File: config.mk
export PLATFORM = sky130hd
export DESIGN_NAME = bram_arbiter
export DESIGN_NICKNAME = d
export VERILOG_FILES = /design/src/rtl/bram_arbiter.sv
export SDC_FILE = /design/constraint.sdc
export NUM_CORES = 1
export LEC_CHECK = 0
export ABC_AREA = 0
export CORE_MARGIN = 4
export CORE_UTILIZATION = 36
export CTS_BUF_LIST = sky130_fd_sc_hd__clkbuf_4
export DETAILED_ROUTE_END_ITERATION = 16
export PLACE_DENSITY = 0.8
export SYNTH_ARGS = -nofsm -noshare
export SYNTH_HDL_FRONTEND = slang
export SYNTH_SLANG_ARGS = --single-unit
File: constraint.sdc
create_clock -name clk -period 1.41 [get_ports clk]
set_input_delay 0.423 -clock clk [delete_from_list [all_inputs] [get_ports clk]]
set_output_delay 0.423 -clock clk [all_outputs]
set_load 0.01 [all_outputs]
File: src/rtl/bram_arbiter.sv
// -----------------------------------------------------------------------------
// bram_arbiter
//
// Shares one single-ported-per-direction BRAM between an instruction-fetch
// read port (if_*) and a data port (dm_*). Every transaction takes three
// cycles (IDLE -> ACCESS -> RESP). The ack is a one-cycle pulse in RESP.
//
// Optional feature macro: ARB_ROUND_ROBIN_EN
//   defined   : simultaneous requests go to the port not granted last.
//               After reset the last grant is DM, so IF wins first.
//   undefined : simultaneous requests always go to DM (fixed priority).
//
// Ports
//   clk          : clock, rising edge
//   rst          : asynchronous reset, active low
//   if_req       : fetch request, held until if_ack
//   if_addr      : fetch byte address
//   if_ack       : one-cycle pulse, if_rdata valid
//   if_rdata     : fetched word
//   dm_req       : data request, held until dm_ack
//   dm_we        : 1 = write, 0 = read
//   dm_addr      : data byte address
//   dm_wdata     : write data
//   dm_wmask     : byte-lane write mask, bit0 = bits 7:0
//   dm_ack       : one-cycle pulse, dm_rdata valid for reads
//   dm_rdata     : read word (0 after a write)
//   mem_r_addr   : BRAM read address
//   mem_w_addr   : BRAM write address
//   mem_r_enb    : BRAM read enable
//   mem_w_enb    : BRAM byte write enables
//   mem_w_dat    : BRAM write data
//   mem_r_dat    : BRAM combinational read data
// -----------------------------------------------------------------------------
module bram_arbiter #(
    parameter int ADDR_W = 12,
    parameter int DATA_W = 32
) (
    input  logic              clk,
    input  logic              rst,
    input  logic              if_req,
    input  logic [ADDR_W-1:0] if_addr,
    output logic              if_ack,
    output logic [DATA_W-1:0] if_rdata,
    input  logic              dm_req,
    input  logic              dm_we,
    input  logic [ADDR_W-1:0] dm_addr,
    input  logic [DATA_W-1:0] dm_wdata,
    input  logic [3:0]        dm_wmask,
    output logic              dm_ack,
    output logic [DATA_W-1:0] dm_rdata,
    output logic [ADDR_W-1:0] mem_r_addr,
    output logic [ADDR_W-1:0] mem_w_addr,
    output logic              mem_r_enb,
    output logic [3:0]        mem_w_enb,
    output logic [DATA_W-1:0] mem_w_dat,
    input  logic [DATA_W-1:0] mem_r_dat
);

    typedef enum logic [1:0] {
        ST_IDLE   = 2'd0,
        ST_ACCESS = 2'd1,
        ST_RESP   = 2'd2
    } state_t;

    state_t            r_state;
    state_t            w_next_state;
    logic              w_start;
    logic              w_sel_dm;

    // Latched copy of the granted request; the requester's live inputs are
    // not looked at again until its ack.
    logic              r_gnt_dm;
    logic              r_we;
    logic [ADDR_W-1:0] r_addr;
    logic [DATA_W-1:0] r_wdata;
    logic [3:0]        r_wmask;
    logic [DATA_W-1:0] r_rdata;

`ifdef ARB_ROUND_ROBIN_EN
    logic              r_last_dm;
`endif

    assign w_start = if_req | dm_req;

    // Arbitration: pick DM or IF for the request sampled in IDLE.
    always_comb begin
        w_sel_dm = 1'b0;
        if (if_req && dm_req) begin
`ifdef ARB_ROUND_ROBIN_EN
            w_sel_dm = ~r_last_dm;
`else
            w_sel_dm = 1'b1;
`endif
        end else if (dm_req) begin
            w_sel_dm = 1'b1;
        end else begin
            w_sel_dm = 1'b0;
        end
    end

    // Next-state logic: IDLE waits for a request, ACCESS and RESP last one cycle.
    always_comb begin
        w_next_state = r_state;
        case (r_state)
            ST_IDLE: begin
                if (w_start) begin
                    w_next_state = ST_ACCESS;
                end else begin
                    w_next_state = ST_IDLE;
                end
            end
            ST_ACCESS: w_next_state = ST_RESP;
            ST_RESP:   w_next_state = ST_IDLE;
            default:   w_next_state = ST_IDLE;
        endcase
    end

    // State register.
    always_ff @(posedge clk or negedge rst) begin
        if (!rst) begin
            r_state <= ST_IDLE;
        end else begin
            r_state <= w_next_state;
        end
    end

    // Request capture in IDLE; IF is a read-only port so its write fields are zeroed.
    always_ff @(posedge clk or negedge rst) begin
        if (!rst) begin
            r_gnt_dm <= 1'b0;
            r_we     <= 1'b0;
            r_addr   <= {ADDR_W{1'b0}};
            r_wdata  <= {DATA_W{1'b0}};
            r_wmask  <= 4'b0000;
        end else if ((r_state == ST_IDLE) && w_start) begin
            r_gnt_dm <= w_sel_dm;
            if (w_sel_dm) begin
                r_we    <= dm_we;
                r_addr  <= dm_addr;
                r_wdata <= dm_wdata;
                r_wmask <= dm_wmask;
            end else begin
                r_we    <= 1'b0;
                r_addr  <= if_addr;
                r_wdata <= {DATA_W{1'b0}};
                r_wmask <= 4'b0000;
            end
        end
    end

`ifdef ARB_ROUND_ROBIN_EN
    // Last-grant tracking; starts at DM so IF is favoured first after reset.
    always_ff @(posedge clk or negedge rst) begin
        if (!rst) begin
            r_last_dm <= 1'b1;
        end else if ((r_state == ST_IDLE) && w_start) begin
            r_last_dm <= w_sel_dm;
        end
    end
`endif

    // Read-data capture at the end of ACCESS; writes return zero.
    always_ff @(posedge clk or negedge rst) begin
        if (!rst) begin
            r_rdata <= {DATA_W{1'b0}};
        end else if (r_state == ST_ACCESS) begin
            if (r_we) begin
                r_rdata <= {DATA_W{1'b0}};
            end else begin
                r_rdata <= mem_r_dat;
            end
        end
    end

    // Output decode from registered state only. Because r_state resets
    // asynchronously, every enable and ack drops the instant rst goes low.
    always_comb begin
        if_ack     = 1'b0;
        if_rdata   = {DATA_W{1'b0}};
        dm_ack     = 1'b0;
        dm_rdata   = {DATA_W{1'b0}};
        mem_r_addr = {ADDR_W{1'b0}};
        mem_w_addr = {ADDR_W{1'b0}};
        mem_r_enb  = 1'b0;
        mem_w_enb  = 4'b0000;
        mem_w_dat  = {DATA_W{1'b0}};
        case (r_state)
            ST_IDLE: begin
                mem_r_enb = 1'b0;
            end
            ST_ACCESS: begin
                // Read and write enables are mutually exclusive by construction.
                if (r_we) begin
                    mem_w_enb  = r_wmask;
                    mem_w_addr = r_addr;
                    mem_w_dat  = r_wdata;
                end else begin
                    mem_r_enb  = 1'b1;
                    mem_r_addr = r_addr;
                end
            end
            ST_RESP: begin
                if (r_gnt_dm) begin
                    dm_ack   = 1'b1;
                    dm_rdata = r_rdata;
                end else begin
                    if_ack   = 1'b1;
                    if_rdata = r_rdata;
                end
            end
            default: begin
                mem_r_enb = 1'b0;
            end
        endcase
    end

endmodule

clocks.png
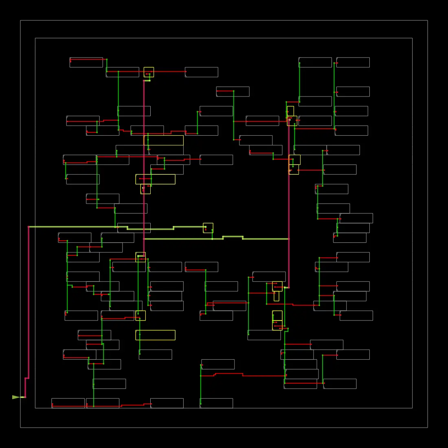
clock buffer count from CTS: 9
clock buffer instance count of the final layout: 9
number of sequential storage elements: 84
Clock Skews: 0.0197 ns
clock group power: 0.00173 W

detail.png
Bar = 10 um. Region (42, 42) to (72, 72) um. Cells in grey, sequential cells in the stronger grey; small squares are vias.
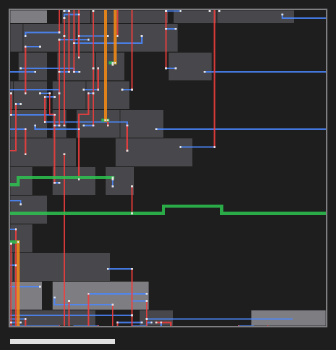
colour	layer
blue	metal 1
red	metal 2
green	metal 3
orange	metal 4
sequential cells in the window	2
netlist names of flops here include	`r_wdata` (2)
most frequent	buf_6 (5), buf_4 (3), buf_12 (3)
cells with their middle in the window	23

layer_met1.png
Supply wires on this layer in grey.
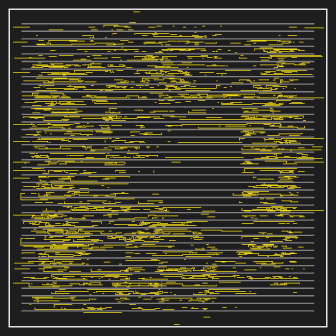
main direction	horizontal
longest straight run	35.0 um
wire length on this layer	5470 um

wires.png
Only two layers are drawn.
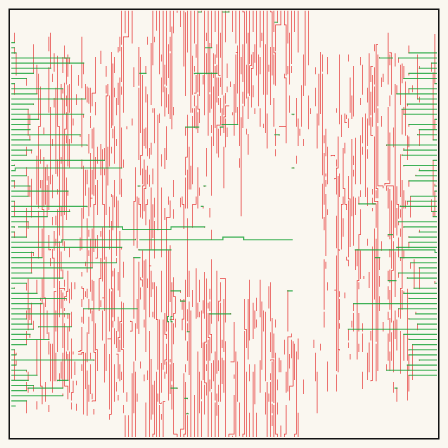
colour	layer	wire length
green	metal 3	1290 um
red	metal 2	7320 um

layer_met4.png
Supply wires on this layer in grey.
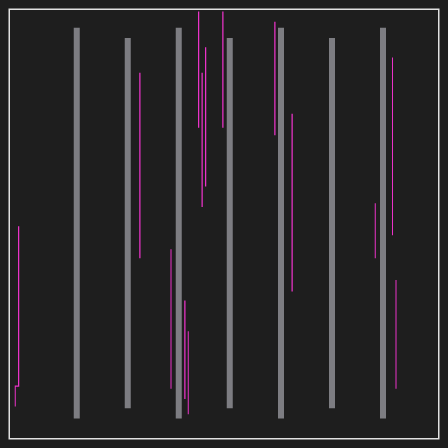
nets with wire on the layer	13
longest straight run	49.0 um
wire length on this layer	482 um

==> impl_metrics.json <==
{
  "run_status": "finished, violations left",
  "violations": "setup timing",
  "fraction_of_final_layout_cells_sized_beyond_drive_strength_1_pct": 55.5,
  "final_nets": 705,
  "seqAreaFraction_pct": 27.4,
  "slowest_stage": "sky130_fd_sc_hd__dfrtp_2",
  "postSynthCellCount": 345,
  "grt-busiest-layer": "met2",
  "synth_cell_types": 21,
  "detailedPlace.worstSlack_ns": -0.648,
  "worst_setup_slack_after_layout_ns": -0.772,
  "fillers": 744,
  "final_core_util_pct": 70.5,
  "n_all_inverters": 2,
  "hold_violations": 0,
  "worst_setup_hold_path_clk_slew_ns": 0.14,
  "worst_ir_drop_vdd_v": 0.000965,
  "worstPathMaxFanout": 12,
  "ys_seq_share_pct": 52.2,
  "setup-violations-final": 180,
  "critical_path_cell_count": 6,
  "powerComb_w": 0.00783
}
Power and IR drop assume default switching activity.
